### src/rtl/uart_pkg.sv
// Shared definitions for the UART bus scheduler: register map and FSM state encoding.
package uart_pkg;

    localparam logic [31:0] UART_RX_ADDR   = 32'd0;
    localparam logic [31:0] UART_TX_ADDR   = 32'd4;
    localparam logic [31:0] UART_CTRL_ADDR = 32'd20;
    localparam logic [31:0] UART_BAUD_ADDR = 32'd24;

    typedef enum logic [2:0] {
        StCfgBaud,
        StCfgCtrl,
        StIdle,
        StXfer,
        StResp
    } state_e;

endpackage

### src/rtl/uart_rr_arb.sv
// Two-way round-robin arbiter: one-hot grant, priority passes to the loser on every grant.
module uart_rr_arb (
    input  logic       clk_i,
    input  logic       rst_i,
    input  logic       en_i,
    input  logic [1:0] valid_i,
    output logic [1:0] grant_o
);

    logic prio_q, prio_d;

    always_comb begin
        grant_o = 2'b00;
        if (en_i) begin
            if (!prio_q) begin
                if (valid_i[0])      grant_o = 2'b01;
                else if (valid_i[1]) grant_o = 2'b10;
            end else begin
                if (valid_i[1])      grant_o = 2'b10;
                else if (valid_i[0]) grant_o = 2'b01;
            end
        end
    end

    always_comb begin
        prio_d = prio_q;
        if (grant_o[0])      prio_d = 1'b1;
        else if (grant_o[1]) prio_d = 1'b0;
    end

    always_ff @(posedge clk_i) begin
        if (rst_i) prio_q <= 1'b0;
        else       prio_q <= prio_d;
    end

endmodule

### src/rtl/uart_bus_sched.sv
// Schedules UART peripheral bus traffic: configuration writes after reset or on request,
// then round-robin single-outstanding transactions from two requesters.
module uart_bus_sched
    import uart_pkg::*;
#(
    parameter logic [15:0] BAUD_RESET = 16'd24,
    parameter logic [31:0] CTRL_RESET = 32'h0
) (
    input  logic        clk,
    input  logic        nReset,
    input  logic [1:0]  req_valid,
    input  logic [1:0]  req_wen,
    input  logic [63:0] req_addr,
    input  logic [63:0] req_wdata,
    output logic [1:0]  req_ready,
    output logic [1:0]  rsp_valid,
    output logic [31:0] rsp_rdata,
    output logic        rsp_error,
    input  logic        cfg_start,
    input  logic [15:0] cfg_baud,
    output logic        cfg_done,
    output logic        cfg_err,
    output logic [31:0] bus_addr,
    output logic [31:0] bus_wdata,
    output logic        bus_wen,
    output logic        bus_ren,
    output logic [3:0]  bus_strobe,
    input  logic [31:0] bus_rdata,
    input  logic        bus_request_stall,
    input  logic        bus_error
);

    state_e      state_q, state_d;
    logic        pending_q, pending_d;
    logic [15:0] div_q, div_d;
    logic        cfg_done_q, cfg_done_d;
    logic        cfg_err_q, cfg_err_d;
    logic        idx_q, idx_d;
    logic [1:0]  rsp_valid_q, rsp_valid_d;
    logic [31:0] rsp_rdata_q, rsp_rdata_d;
    logic        rsp_error_q, rsp_error_d;
    logic        bus_wen_q, bus_wen_d;
    logic        bus_ren_q, bus_ren_d;
    logic [31:0] bus_addr_q, bus_addr_d;
    logic [31:0] bus_wdata_q, bus_wdata_d;

    logic        arb_en;
    logic [1:0]  arb_grant;
    logic        gnt_idx;

    uart_rr_arb u_arb (
        .clk_i   (clk),
        .rst_i   (nReset),
        .en_i    (arb_en),
        .valid_i (req_valid),
        .grant_o (arb_grant)
    );

    assign gnt_idx = arb_grant[1];

    always_comb begin
        state_d     = state_q;
        pending_d   = pending_q;
        div_d       = div_q;
        cfg_done_d  = cfg_done_q;
        cfg_err_d   = cfg_err_q;
        idx_d       = idx_q;
        rsp_valid_d = 2'b00;
        rsp_rdata_d = rsp_rdata_q;
        rsp_error_d = rsp_error_q;
        bus_wen_d   = bus_wen_q;
        bus_ren_d   = bus_ren_q;
        bus_addr_d  = bus_addr_q;
        bus_wdata_d = bus_wdata_q;
        arb_en      = 1'b0;
        req_ready   = 2'b00;

        if (cfg_start) begin
            pending_d  = 1'b1;
            div_d      = cfg_baud;
            cfg_done_d = 1'b0;
        end

        unique case (state_q)
            StCfgBaud: begin
                if (bus_wen_q && !bus_request_stall) begin
                    if (bus_error) cfg_err_d = 1'b1;
                    state_d     = StCfgCtrl;
                    bus_addr_d  = UART_CTRL_ADDR;
                    bus_wdata_d = CTRL_RESET;
                end else if (!bus_wen_q) begin
                    // First cycle after reset: the bus is still idle, launch the baud write.
                    bus_wen_d   = 1'b1;
                    bus_addr_d  = UART_BAUD_ADDR;
                    bus_wdata_d = {16'h0, div_q};
                end
            end
            StCfgCtrl: begin
                if (!bus_request_stall) begin
                    if (bus_error) cfg_err_d = 1'b1;
                    state_d     = StIdle;
                    cfg_done_d  = !pending_d;
                    bus_wen_d   = 1'b0;
                    bus_addr_d  = 32'h0;
                    bus_wdata_d = 32'h0;
                end
            end
            StIdle: begin
                if (pending_q) begin
                    if (!cfg_start) pending_d = 1'b0;
                    state_d     = StCfgBaud;
                    bus_wen_d   = 1'b1;
                    bus_addr_d  = UART_BAUD_ADDR;
                    bus_wdata_d = {16'h0, div_q};
                end else begin
                    arb_en = 1'b1;
                    if (|arb_grant) begin
                        req_ready   = arb_grant;
                        idx_d       = gnt_idx;
                        state_d     = StXfer;
                        bus_wen_d   = req_wen[gnt_idx];
                        bus_ren_d   = !req_wen[gnt_idx];
                        bus_addr_d  = gnt_idx ? req_addr[63:32] : req_addr[31:0];
                        bus_wdata_d = gnt_idx ? req_wdata[63:32] : req_wdata[31:0];
                    end
                end
            end
            StXfer: begin
                if (!bus_request_stall) begin
                    rsp_valid_d[idx_q] = 1'b1;
                    rsp_rdata_d = bus_wen_q ? 32'h0 : bus_rdata;
                    rsp_error_d = bus_error;
                    state_d     = StResp;
                    bus_wen_d   = 1'b0;
                    bus_ren_d   = 1'b0;
                    bus_addr_d  = 32'h0;
                    bus_wdata_d = 32'h0;
                end
            end
            StResp: begin
                state_d = StIdle;
            end
            default: begin
                state_d = StCfgBaud;
            end
        endcase
    end

    always_ff @(posedge clk) begin
        if (nReset) begin
            state_q     <= StCfgBaud;
            pending_q   <= 1'b0;
            div_q       <= BAUD_RESET;
            cfg_done_q  <= 1'b0;
            cfg_err_q   <= 1'b0;
            idx_q       <= 1'b0;
            rsp_valid_q <= 2'b00;
            rsp_rdata_q <= 32'h0;
            rsp_error_q <= 1'b0;
            bus_wen_q   <= 1'b0;
            bus_ren_q   <= 1'b0;
            bus_addr_q  <= 32'h0;
            bus_wdata_q <= 32'h0;
        end else begin
            state_q     <= state_d;
            pending_q   <= pending_d;
            div_q       <= div_d;
            cfg_done_q  <= cfg_done_d;
            cfg_err_q   <= cfg_err_d;
            idx_q       <= idx_d;
            rsp_valid_q <= rsp_valid_d;
            rsp_rdata_q <= rsp_rdata_d;
            rsp_error_q <= rsp_error_d;
            bus_wen_q   <= bus_wen_d;
            bus_ren_q   <= bus_ren_d;
            bus_addr_q  <= bus_addr_d;
            bus_wdata_q <= bus_wdata_d;
        end
    end

    assign rsp_valid  = rsp_valid_q;
    assign rsp_rdata  = rsp_rdata_q;
    assign rsp_error  = rsp_error_q;
    assign cfg_done   = cfg_done_q;
    assign cfg_err    = cfg_err_q;
    assign bus_wen    = bus_wen_q;
    assign bus_ren    = bus_ren_q;
    assign bus_addr   = bus_addr_q;
    assign bus_wdata  = bus_wdata_q;
    assign bus_strobe = (bus_wen_q || bus_ren_q) ? 4'hF : 4'h0;

endmodule

### config.mk
export PLATFORM = sky130hd
export DESIGN_NAME = uart_bus_sched
export DESIGN_NICKNAME = d
export VERILOG_FILES = /design/src/rtl/uart_pkg.sv /design/src/rtl/uart_rr_arb.sv /design/src/rtl/uart_bus_sched.sv
export SDC_FILE = /design/constraint.sdc
export NUM_CORES = 1
export LEC_CHECK = 0
export CORE_MARGIN = 2
export CORE_UTILIZATION = 44
export DETAILED_ROUTE_END_ITERATION = 6
export HOLD_SLACK_MARGIN = 0.1
export PLACE_DENSITY_LB_ADDON = 0.2
export SYNTH_ARGS = -nofsm -noshare
export SYNTH_HDL_FRONTEND = slang
export SYNTH_SLANG_ARGS = --single-unit
### constraint.sdc
create_clock -name clk -period 3.4 [get_ports clk]
set_input_delay 1.02 -clock clk [delete_from_list [all_inputs] [get_ports clk]]
set_output_delay 1.02 -clock clk [all_outputs]
set_load 0.1 [all_outputs]
==> run_1/port_trees.png <==
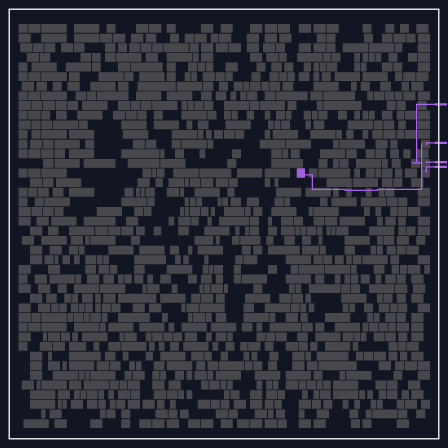
[bus_strobe] purple | bits: 4 | direction: output | end cells: 1 | buffers: 4 | wire: 84.8 um

==> run_1/placed.png <==
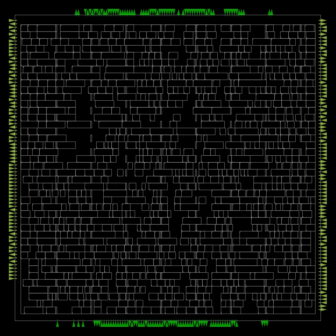
placeable core area: 13300 um^2
Core Util, Final: 70.4%

==> run_1/class_map.png <==
Fill, decap, tap and diode cells in grey.
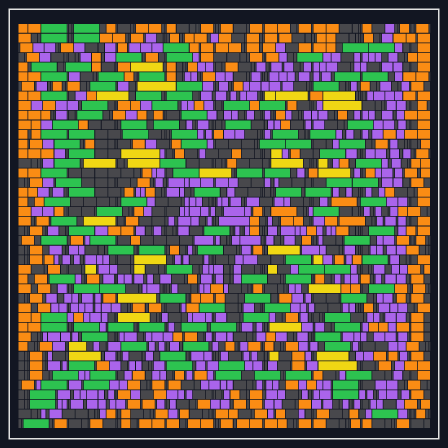
[remaining logic cells] purple | cells: 475
[sequential cells] green | cells: 125
[clock drivers and dummy loads] yellow | cells: 31
[remaining buffers and delay cells] orange | cells: 310

run 1: critical path: stages:
cell	delay (ps)
clkdlybuf4s50_1	550
a21boi_0	210
nand2_1	110
inv_1	120
buf_12	180
run 1: sequential cells by signal (all words and copies together) (netlist names), 2 cells and up:
signal and cells:
rsp_rdata 32, rsp_valid 2, div_q 16, bus_wdata 32
state_q 3, bus_addr 32
run 1: stage by stage:
step | util, % | hold WS (ps)
global placement | 65.5 | 457
CTS | 70.4 | 463
detailed placement | 65.5 | 455
global route | 70.4 | 473
floorplan | - | 407
finish | 70.4 | 458
run 1: synth_stat cells (2+ instances only):
master and n:
a211o_1 2, a21boi_0 64, a21oi_1 71, a22o_1 32
a311oi_1 18, and3_1 65, and4_1 2, buf_1 5
buf_2 23, buf_4 4, clkbuf_1 54, dfxtp_1 125
inv_1 6, mux2i_1 16, nand2_1 7, nand2b_1 4
nor2_1 31, nor2b_1 4, nor3_1 2, o2111ai_1 45
o21ai_0 51, o21ai_1 29
run 1: metal layers:
layer | vias to the layer above | track usage, % | part of all wire (%)
li1 | 3089 | - | -
met1 | 3041 | 33.3 | 41
met2 | 300 | 46.5 | 48
met3 | 43 | 6.89 | 8.0
met4 | 0 | 12.6 | 2.9
met5 | - | 0 | 0
run 1: worst max path at each step:
stage / endpoint / slack, ps / cells after the start
final: req_ready[0] / 200 / 5
after global routing: req_ready[0] / 130 / 5
after CTS: req_ready[0] / 180 / 5
after detailed placement: bus_addr[1] / 130 / 7
after global placement: req_ready[0] / 220 / 5
after floorplan: req_ready[1] / 60 / 4
run 1: report_power, final:
group | internal [uW] | switching, uW
Sequential | 1510 | 38.5
Clock | 1320 | 663
Combinational | 347 | 554
run 1: logic make-up after synthesis:
family	synth area share, %
xor gates and xnor gates	0.146
muxes	2.67
AOI/OAI and AO/OA	36.7
and+or+nand+nor	12.3
DFF	41.7
buffers and inverters	6.48
run 1: area by class of cell:
cell class,instances,share of cell area (%)
Clock buffer,18,4.69
Clock inverter,13,2.30
Inverter,6,0.241
Multi-Input combinational cell,469,33.6
Sequential cell,125,26.7
Tap cell,176,2.35
Timing Repair Buffer,310,30.1
==> impl_metrics.tcl, run 1 <==
# implementation run metrics
set metrics [dict create \
    cap_viol_max_count 0 \
    ctsHoldBuffers 0 \
    min_path_cells 2 \
    hold_path_class "register to register" \
    fp_util_pct 45.2 \
    firstDrtPassIters 5 \
    tightest_slew_ps 851 \
    first_global_vias 6376 \
    ys_seq_share_pct 41.7 \
    cp_data_arrival_time_ps 2180 \
    finalWirelength_um 20500 \
    maxSlewViolCount 0 \
    power.leakage_uw 0.00382 \
    top_cell_area_share_pct 41.7 \
    num_vias 6473 \
    start_kind "input pin" \
    crit_path_start "req_valid[0]" \
    skew_ps 5.99 \
    avgSynthCellArea_um2 8.75 \
    final-comb-area_um2 3140 \
    endpoint_kind "output pin" \
    clock_latency_ps 410 \
    place_area_um2 8700 \
    yosysCellCount 686 \
    final_antenna_net_count 0 \
    drive_gt1_share_pct 18.1 \
    setup_violations 0 \
    fillers 1043 \
    clock_path_buffers 2 \
    layout_top_cells "clkdlybuf4s50_1 (182), dfxtp_1 (125), buf_4 (124), a21oi_1 (71), and3_1 (65)" \
    postSynth.asyncResetShare_pct 0 \
    stage_log_warnings 28 \
    setup_ws_ps 199 \
    drtIter0Drc 426 \
    route.detailed.drc 0 \
    die_x_um 121 \
    hold_violations 0 \
    cts_resized 0 \
    required_ps 2380 \
    cts_setup_buffers 0 \
    grt_first_pass_wirelength_um 32100 \
    layout_top_cell "clkdlybuf4s50_1" \
    syn_inst 686 \
    area_leaders "dfxtp_1 (42%), a21boi_0 (8.0%), and3_1 (6.8%), o2111ai_1 (6.6%), a21oi_1 (5.9%)" \
    worstPathMaxFanout 3 \
    synth_flops 125 \
    fmax_mhz 312 \
    final_cells 1117 \
    ff2ff_path_depth 6 \
    edf_count 0 \
    place_congestion 0.847 \
    finalNetCount 1114 \
    antenna_cells 0 \
    portBuffers 293 \
    dpl.cell_count 1086 \
    rows 42 \
    ir_drop_mv 0.350 \
    wl_per_cell_um 18.4 \
    p_total_uw 4440 \
    setup_tns_ps 0 \
    hold_path_end "rsp_error" \
    timing.final.crit_share_pct 94.1 \
    syn_to_final_growth_pct 55.9 \
    hpwl_um 14100 \
    hp-start "rsp_error" \
    syn-cell-area_um2 6000 \
    rsz0062_at_grt "no" \
    worstReg2RegEnd "bus_addr[8]" \
    p_per_area_nw_per_um2 474 \
    yosys_area_um2 6000 \
    max-slew-margin-rel_pct 43.2 \
    cts_tree "done" \
    dieArea_um2 14600 \
    io_pins 294 \
    r2r_start "u_arb.prio_q" \
    antenna_found_initial 0 \
    rrSetupSlack_ps 1190 \
    status "completed" \
    critical_path_class "input pin to output pin" \
    vias_per_cell 5.79 \
    track_usage_pct 27.7 \
    synth_cell_type_count 48 \
    finalCriticalPeriod_ps 3200 \
    flop_cell "dfxtp_1" \
    clkSlewWorstSetupHoldPaths_ps 50 \
    flop_area_um2 2500 \
    design_area_um2 9360 \
    grt_overflow 0 \
    syn-num-nets 871 \
    grt_max_degree 113 \
    largest_area_cell "dfxtp_1" \
    cts_made_buffers 17 \
    synth_warnings 0 \
    pre_cts_ws_ps 129 \
    cts_max_level 4 \
    cts.sinks 125 \
    clockRootBuffer "clkbuf_16" \
    die_h_um 121 \
]
==> run_1/m2.png <==
Cells faint in the background.
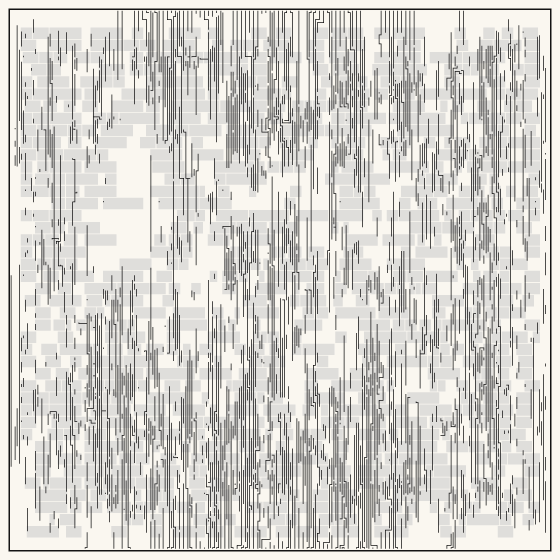

==> run 1 -> run 2 <==
- CORE_MARGIN: 2 -> default
- SETUP_SLACK_MARGIN: default -> 0.4
==> run_2/m2.png <==
Cells faint in the background.
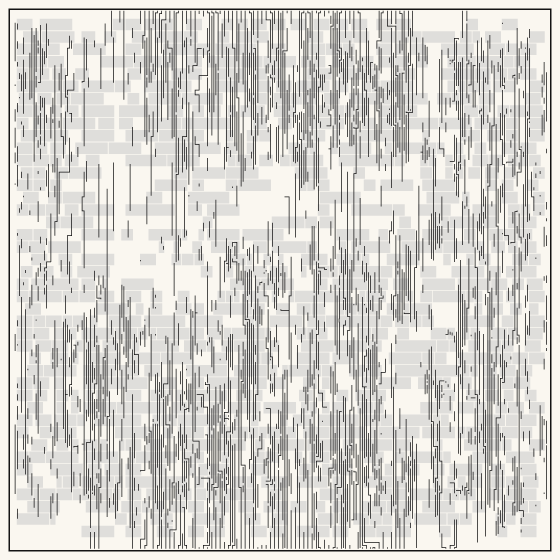
main direction: vertical
wire length on this layer: 9520 um

==> run_2/port_trees.png <==
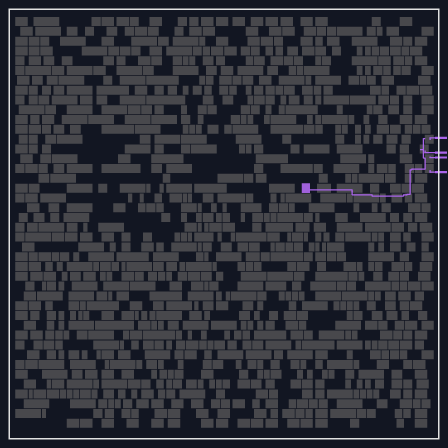
[bus_strobe] purple | bits: 4 | direction: output | end cells: 1 | buffers: 4 | wire: 61.2 um

==> impl_metrics.tcl, run 2 <==
# implementation run metrics
set metrics [dict create \
    status "completed" \
    first_global_vias 6143 \
    grt_max_degree 109 \
    cp_data_arrival_time_ps 1920 \
    cp_top_family "buffers and inverters" \
    edf_count 0 \
    route.detailed.drc 0 \
    path_cells "clkdlybuf4s15_1, a21boi_0, nand2_1, clkinvlp_4, buf_12" \
    hold_path_class "register to register" \
    setup_tns_ps 0 \
    synth_cell_type_count 48 \
    syn_to_final_growth_pct 55.6 \
    cts_tree "done" \
    holdWs_ps 465 \
    cts_max_level 4 \
    dpl.cell_count 1087 \
    hpwl_um 13700 \
    clock_latency_ps 410 \
    r2r_start "u_arb.prio_q" \
    die_h_um 119 \
    largest_area_cell "dfxtp_1" \
    core_area_um2 13300 \
    synth.most_common_cell "dfxtp_1" \
    die_x_um 119 \
    finalWirelength_um 19800 \
    antenna_cells 0 \
    clockRootBuffer "clkbuf_16" \
    yosysCellCount 686 \
    cts_made_buffers 17 \
    rsz0062_at_grt "yes" \
    layout_top_cell "clkdlybuf4s50_1" \
    worst_path_max_delay_cell "clkdlybuf4s15_1" \
    crit_path_start "req_valid[0]" \
    final_antenna_net_count 0 \
    ys_sh_xor_pct 0.146 \
    top_cell_area_share_pct 41.7 \
    io_pins 294 \
    crit_buf_inv 3 \
    avgSynthCellArea_um2 8.75 \
    dieArea_um2 14100 \
    ys_seq_share_pct 41.7 \
    setup_violations 0 \
    fillers 1050 \
    syn-cell-area_um2 6000 \
    yosys_area_um2 6000 \
    postSynth.asyncResetShare_pct 0 \
    adder_share_pct 0 \
    ff2ff_path_depth 6 \
    area_leaders "dfxtp_1 (42%), a21boi_0 (8.0%), and3_1 (6.8%), o2111ai_1 (6.6%), a21oi_1 (5.9%)" \
    fmax_mhz 341 \
    syn_inst 686 \
    drive_gt1_share_pct 18.7 \
    grt_overflow 0 \
    cts_setup_buffers 0 \
    finalNetCount 1115 \
    antenna_found_initial 0 \
    p_per_area_nw_per_um2 461 \
    finalCriticalPeriod_ps 2940 \
    clkSlewWorstSetupHoldPaths_ps 50 \
    max-slew-margin-rel_pct 44.4 \
    place_congestion 0.828 \
    worstReg2RegEnd "bus_wdata[24]" \
    num_vias 6376 \
    maxSlewViolCount 0 \
    ctsHoldBuffers 0 \
    final_cells 1119 \
    path_depth 5 \
    flop_cell "dfxtp_1" \
    clock_path_buffers 2 \
    critical_path_class "input pin to output pin" \
    cts.sinks 125 \
    synthSimpleGateAreaFrac_pct 12.3 \
    skew_ps 8.45 \
    topCombFamilyByArea "AND-OR/OR-AND gates" \
    fin_util_pct 70.3 \
    top_cells_by_count "dfxtp_1 (125), a21oi_1 (71), and3_1 (65), a21boi_0 (64), clkbuf_1 (54)" \
    fp_util_pct 45.2 \
    rrSetupSlack_ps 1180 \
    layout_top_cells "clkdlybuf4s50_1 (181), buf_4 (125), dfxtp_1 (123), a21oi_1 (71), and3_1 (65)" \
    worstPathMaxFanout 3 \
    cap_viol_max_count 0 \
    muxShareOfSynthArea_pct 2.67 \
    hold_violations 0 \
    firstDrtPassIters 5 \
    start_kind "input pin" \
    endpoint "req_ready[0]" \
    syn-num-nets 871 \
    drtIter0Drc 359 \
    rows 42 \
    portBuffers 293 \
    grt_first_pass_wirelength_um 31200 \
    wl_per_cell_um 17.7 \
    cts_resized 2 \
    endpoint_kind "output pin" \
    stage_log_warnings 30 \
    power.leakage_uw 0.00381 \
    ys_sh_aoi_pct 36.7 \
    ir_drop_mv 0.271 \
    synth_warnings 0 \
    track_usage_pct 27.5 \
    critPathMaxStageDelay_ps 250 \
    required_ps 2380 \
]
run 2: power breakdown:
part           internal [uW]  total [uW]  switching [uW]
Clock                   1170        1860             693
Sequential              1510        1550            37.3
Combinational            347         898             551
run 2: worst min-delay path, stage by stage (launching register included):
cell and delay, ps:
dfxtp_1 310, nand2_1 50, a21oi_1 50
run 2: area by class of cell:
type                    count  area, um^2  share of cell area, %
clock buffers              17         425                   4.55
clock inverters            15         189                   2.02
inverters                   6        26.3                  0.281
multi-input cells         469        3150                   33.7
flip-flops and latches    125        2500                   26.8
well taps                 176         220                   2.36
repair buffers            311        2830                   30.2
run 2: metrics by stage:
stage	area [um^2]	power [uW]	worst slack (ps)
after floorplan	6020	2130	348
after global placement	8720	2460	169
after detailed placement	8720	2480	134
after CTS	9340	4340	438
after global routing	9340	4460	399
final	9340	4310	465
run 2: cells by family after synthesis:
family	Yosys count
compound gates	326
simple gates	126
flops	125
buf+inv	92
mux	16
xor+xnor	1
run 2: worst min path at each step:
stage / start / endpoint / slack [ps] / depth (start not counted)
after floorplan: idx_q / rsp_valid[0] / 410 / 1
after global placement: rsp_error / rsp_error / 450 / 2
after detailed placement: rsp_error / rsp_error / 460 / 2
after CTS: rsp_error / rsp_error / 470 / 2
after global routing: rsp_error / rsp_error / 490 / 2
final: rsp_error / rsp_error / 470 / 2
run 2: per-layer routing:
layer	vias up	part of all wire (%)	GRT usage, %	routed length, um
met4	0	2.4	10.7	475
met2	276	48	46.8	9520
met5	-	0	0	0
met3	30	6.4	5.74	1260
met1	2981	43	33.9	8510
li1	3089	-	-	-
==> run_2/placed.png <==
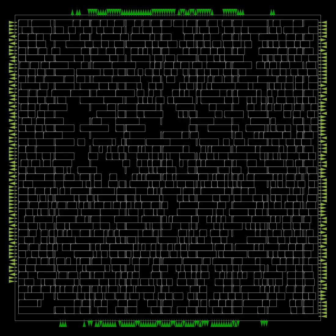

==> run 2 -> run 3 <==
- RECOVER_POWER: default -> 50
==> run_3/placed.png <==
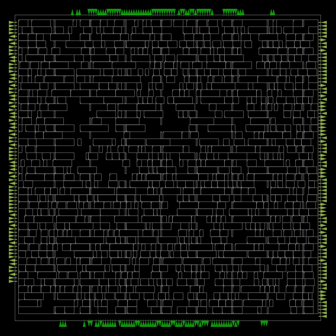
FP Rows: 42
Layout Cells excl Fill: 1120

==> impl_metrics.tcl, run 3 <==
# implementation run metrics
set metrics [dict create \
    status "completed" \
    grt_overflow 0 \
    yosys_area_um2 6000 \
    cp_top_family "buffers and inverters" \
    required_ps 2380 \
    portBuffers 293 \
    finalWirelength_um 19800 \
    ys_seq_share_pct 41.7 \
    critical_path_class "input pin to output pin" \
    start_kind "input pin" \
    cp_data_arrival_time_ps 1920 \
    worst_path_max_delay_cell "clkdlybuf4s15_1" \
    core_area_um2 13300 \
    pwr-share-clk_pct 43.4 \
    area_leaders "dfxtp_1 (42%), a21boi_0 (8.0%), and3_1 (6.8%), o2111ai_1 (6.6%), a21oi_1 (5.9%)" \
    syn-num-nets 871 \
    drive_gt1_share_pct 8.91 \
    postSynth.asyncResetShare_pct 0 \
    switching_share_pct 29.9 \
    critPathMaxStageDelay_ps 250 \
    track_usage_pct 27.5 \
    final_antenna_net_count 0 \
    flop_cell "dfxtp_1" \
    edf_count 0 \
    grt_max_degree 109 \
    hold_violations 0 \
    cts_made_buffers 17 \
    synth_warnings 0 \
    num_vias 6340 \
    layout_top_cell "clkdlybuf4s50_1" \
    path_cells "clkdlybuf4s15_1, a21boi_0, nand2_1, clkinvlp_4, buf_12" \
    firstDrtPassIters 4 \
    fillers 1133 \
    hpwl_um 13700 \
    p_switching_uw 1280 \
    worstPathMaxFanout 3 \
    power_frac_comb_pct 20.4 \
    hold_path_class "register to register" \
    layout_top_cells "clkdlybuf4s50_1 (179), dfxtp_1 (123), clkbuf_1 (92), a21oi_1 (71), and3_1 (65)" \
    holdWs_ps 466 \
    design_area_um2 9000 \
    finalCriticalPeriod_ps 2940 \
    top_cells_by_count "dfxtp_1 (125), a21oi_1 (71), and3_1 (65), a21boi_0 (64), clkbuf_1 (54)" \
    skew_ps 6.82 \
    setup_ws_ps 465 \
    antenna_found_initial 1 \
    syn_inst 686 \
    clock_path_buffers 2 \
    wl_per_cell_um 17.7 \
    synth_cell_type_count 48 \
    syn-cell-area_um2 6000 \
    first_global_vias 6143 \
    power.leakage_uw 0.00342 \
    io_pins 294 \
    ctsHoldBuffers 0 \
    place_congestion 0.828 \
    clkSlewWorstSetupHoldPaths_ps 60 \
    endpoint_kind "output pin" \
    yosysCellCount 686 \
    die_x_um 119 \
    clock_latency_ps 410 \
    grt_first_pass_wirelength_um 31200 \
    drtIter0Drc 363 \
    maxSlewViolCount 0 \
    route.detailed.drc 0 \
    die_h_um 119 \
    setup_violations 0 \
    rsz0062_at_grt "yes" \
    cts_max_level 4 \
    fp_util_pct 45.2 \
    avgSynthCellArea_um2 8.75 \
    vias_per_cell 5.66 \
    p_per_area_nw_per_um2 476 \
    p_int_uw 3000 \
    top_cell_area_share_pct 41.7 \
    fin_util_pct 67.7 \
    clockRootBuffer "clkbuf_16" \
    syn_to_final_growth_pct 49.9 \
    stage_log_warnings 30 \
    seq_power_share_pct 36.2 \
    cap_viol_max_count 0 \
    pre_cts_ws_ps 134 \
    finalNetCount 1115 \
    cts_tree "done" \
    crit_buf_inv 3 \
    ir_drop_mv 0.271 \
    place_area_um2 8720 \
    max-slew-margin-rel_pct 10.6 \
    cts.sinks 125 \
    fmax_mhz 341 \
    tightest_slew_ps 1340 \
    dieArea_um2 14100 \
    largest_area_cell "dfxtp_1" \
    setup_tns_ps 0 \
]
==> run_3/port_trees.png <==
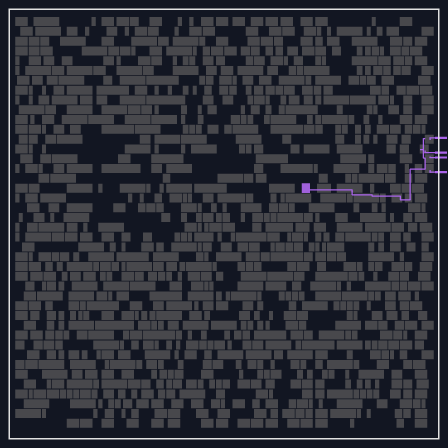
[bus_strobe] purple | bits: 4 | direction: output | end cells: 1 | buffers: 4 | wire: 63.3 um

-- run 3: kinds of logic after synthesis --
kind of cell	synth area share [%]
AND-OR/OR-AND	36.7
XOR/XNOR	0.146
buffers and inverters	6.48
flip-flops	41.7
multiplexers	2.67
AND/OR/NAND/NOR	12.3
-- run 3: power by group through the flow --
stage	Combinational (uW)	Sequential [uW]	Clock (uW)
after detailed placement	894	1580	0
after CTS	897	1550	1890
after global routing	924	1560	1960
final	876	1550	1860
after floorplan	319	1810	0
after global placement	879	1580	0
-- run 3: area by class of cell --
cell class	count	area (um^2)	area share [%]
multi-input combinational	469	3150	35.0
timing repair buffer	311	2480	27.6
antenna	1	2.50	0.0278
clock buffer	17	425	4.73
sequential	125	2500	27.8
clock inverter	15	189	2.10
tap	176	220	2.45
inverter	6	26.3	0.292
-- run 3: metal layers --
layer  track usage [%]  share of wire, %  vias to the layer above  routed length (um)
li1                  -                 -                     3095                   -
met1              33.9                43                     2941                8580
met2              46.8                48                      279                9560
met3              5.74               6.4                       25                1260
met4              10.7               2.0                        0                 391
met5                 0                 0                        -                   0
-- run 3: worst min-delay path, stage by stage (launching register included) --
cell and delay [ps]:
dfxtp_1 310, nand2_1 50, a21oi_1 50
-- run 3: path summary, 6_finish.rpt --
path	startpoint	end	slack (ps)	depth (start not counted)
worst max-delay path	req_valid[0]	req_ready[0]	460	5
worst min-delay path	rsp_error	rsp_error	470	2
worst max register to register	u_arb.prio_q	bus_wdata[24]	1200	6
worst min register to register	rsp_error	rsp_error	470	2
-- run 3: stage by stage --
| step | instances | total power (uW) |
|---|---|---|
| floorplan | 686 | 2130 |
| global placement | 1087 | 2460 |
| detailed placement | 1087 | 2480 |
| CTS | 1119 | 4340 |
| global route | 1120 | 4440 |
| finish | 1120 | 4290 |
-- run 3: repair_timing --
action	CTS	global route
gates cloned	0	0
buffers inserted	0	0
setup endpoints to repair	2	2
gates resized	2	2
pin swaps	0	0
Power and IR drop assume default switching activity.
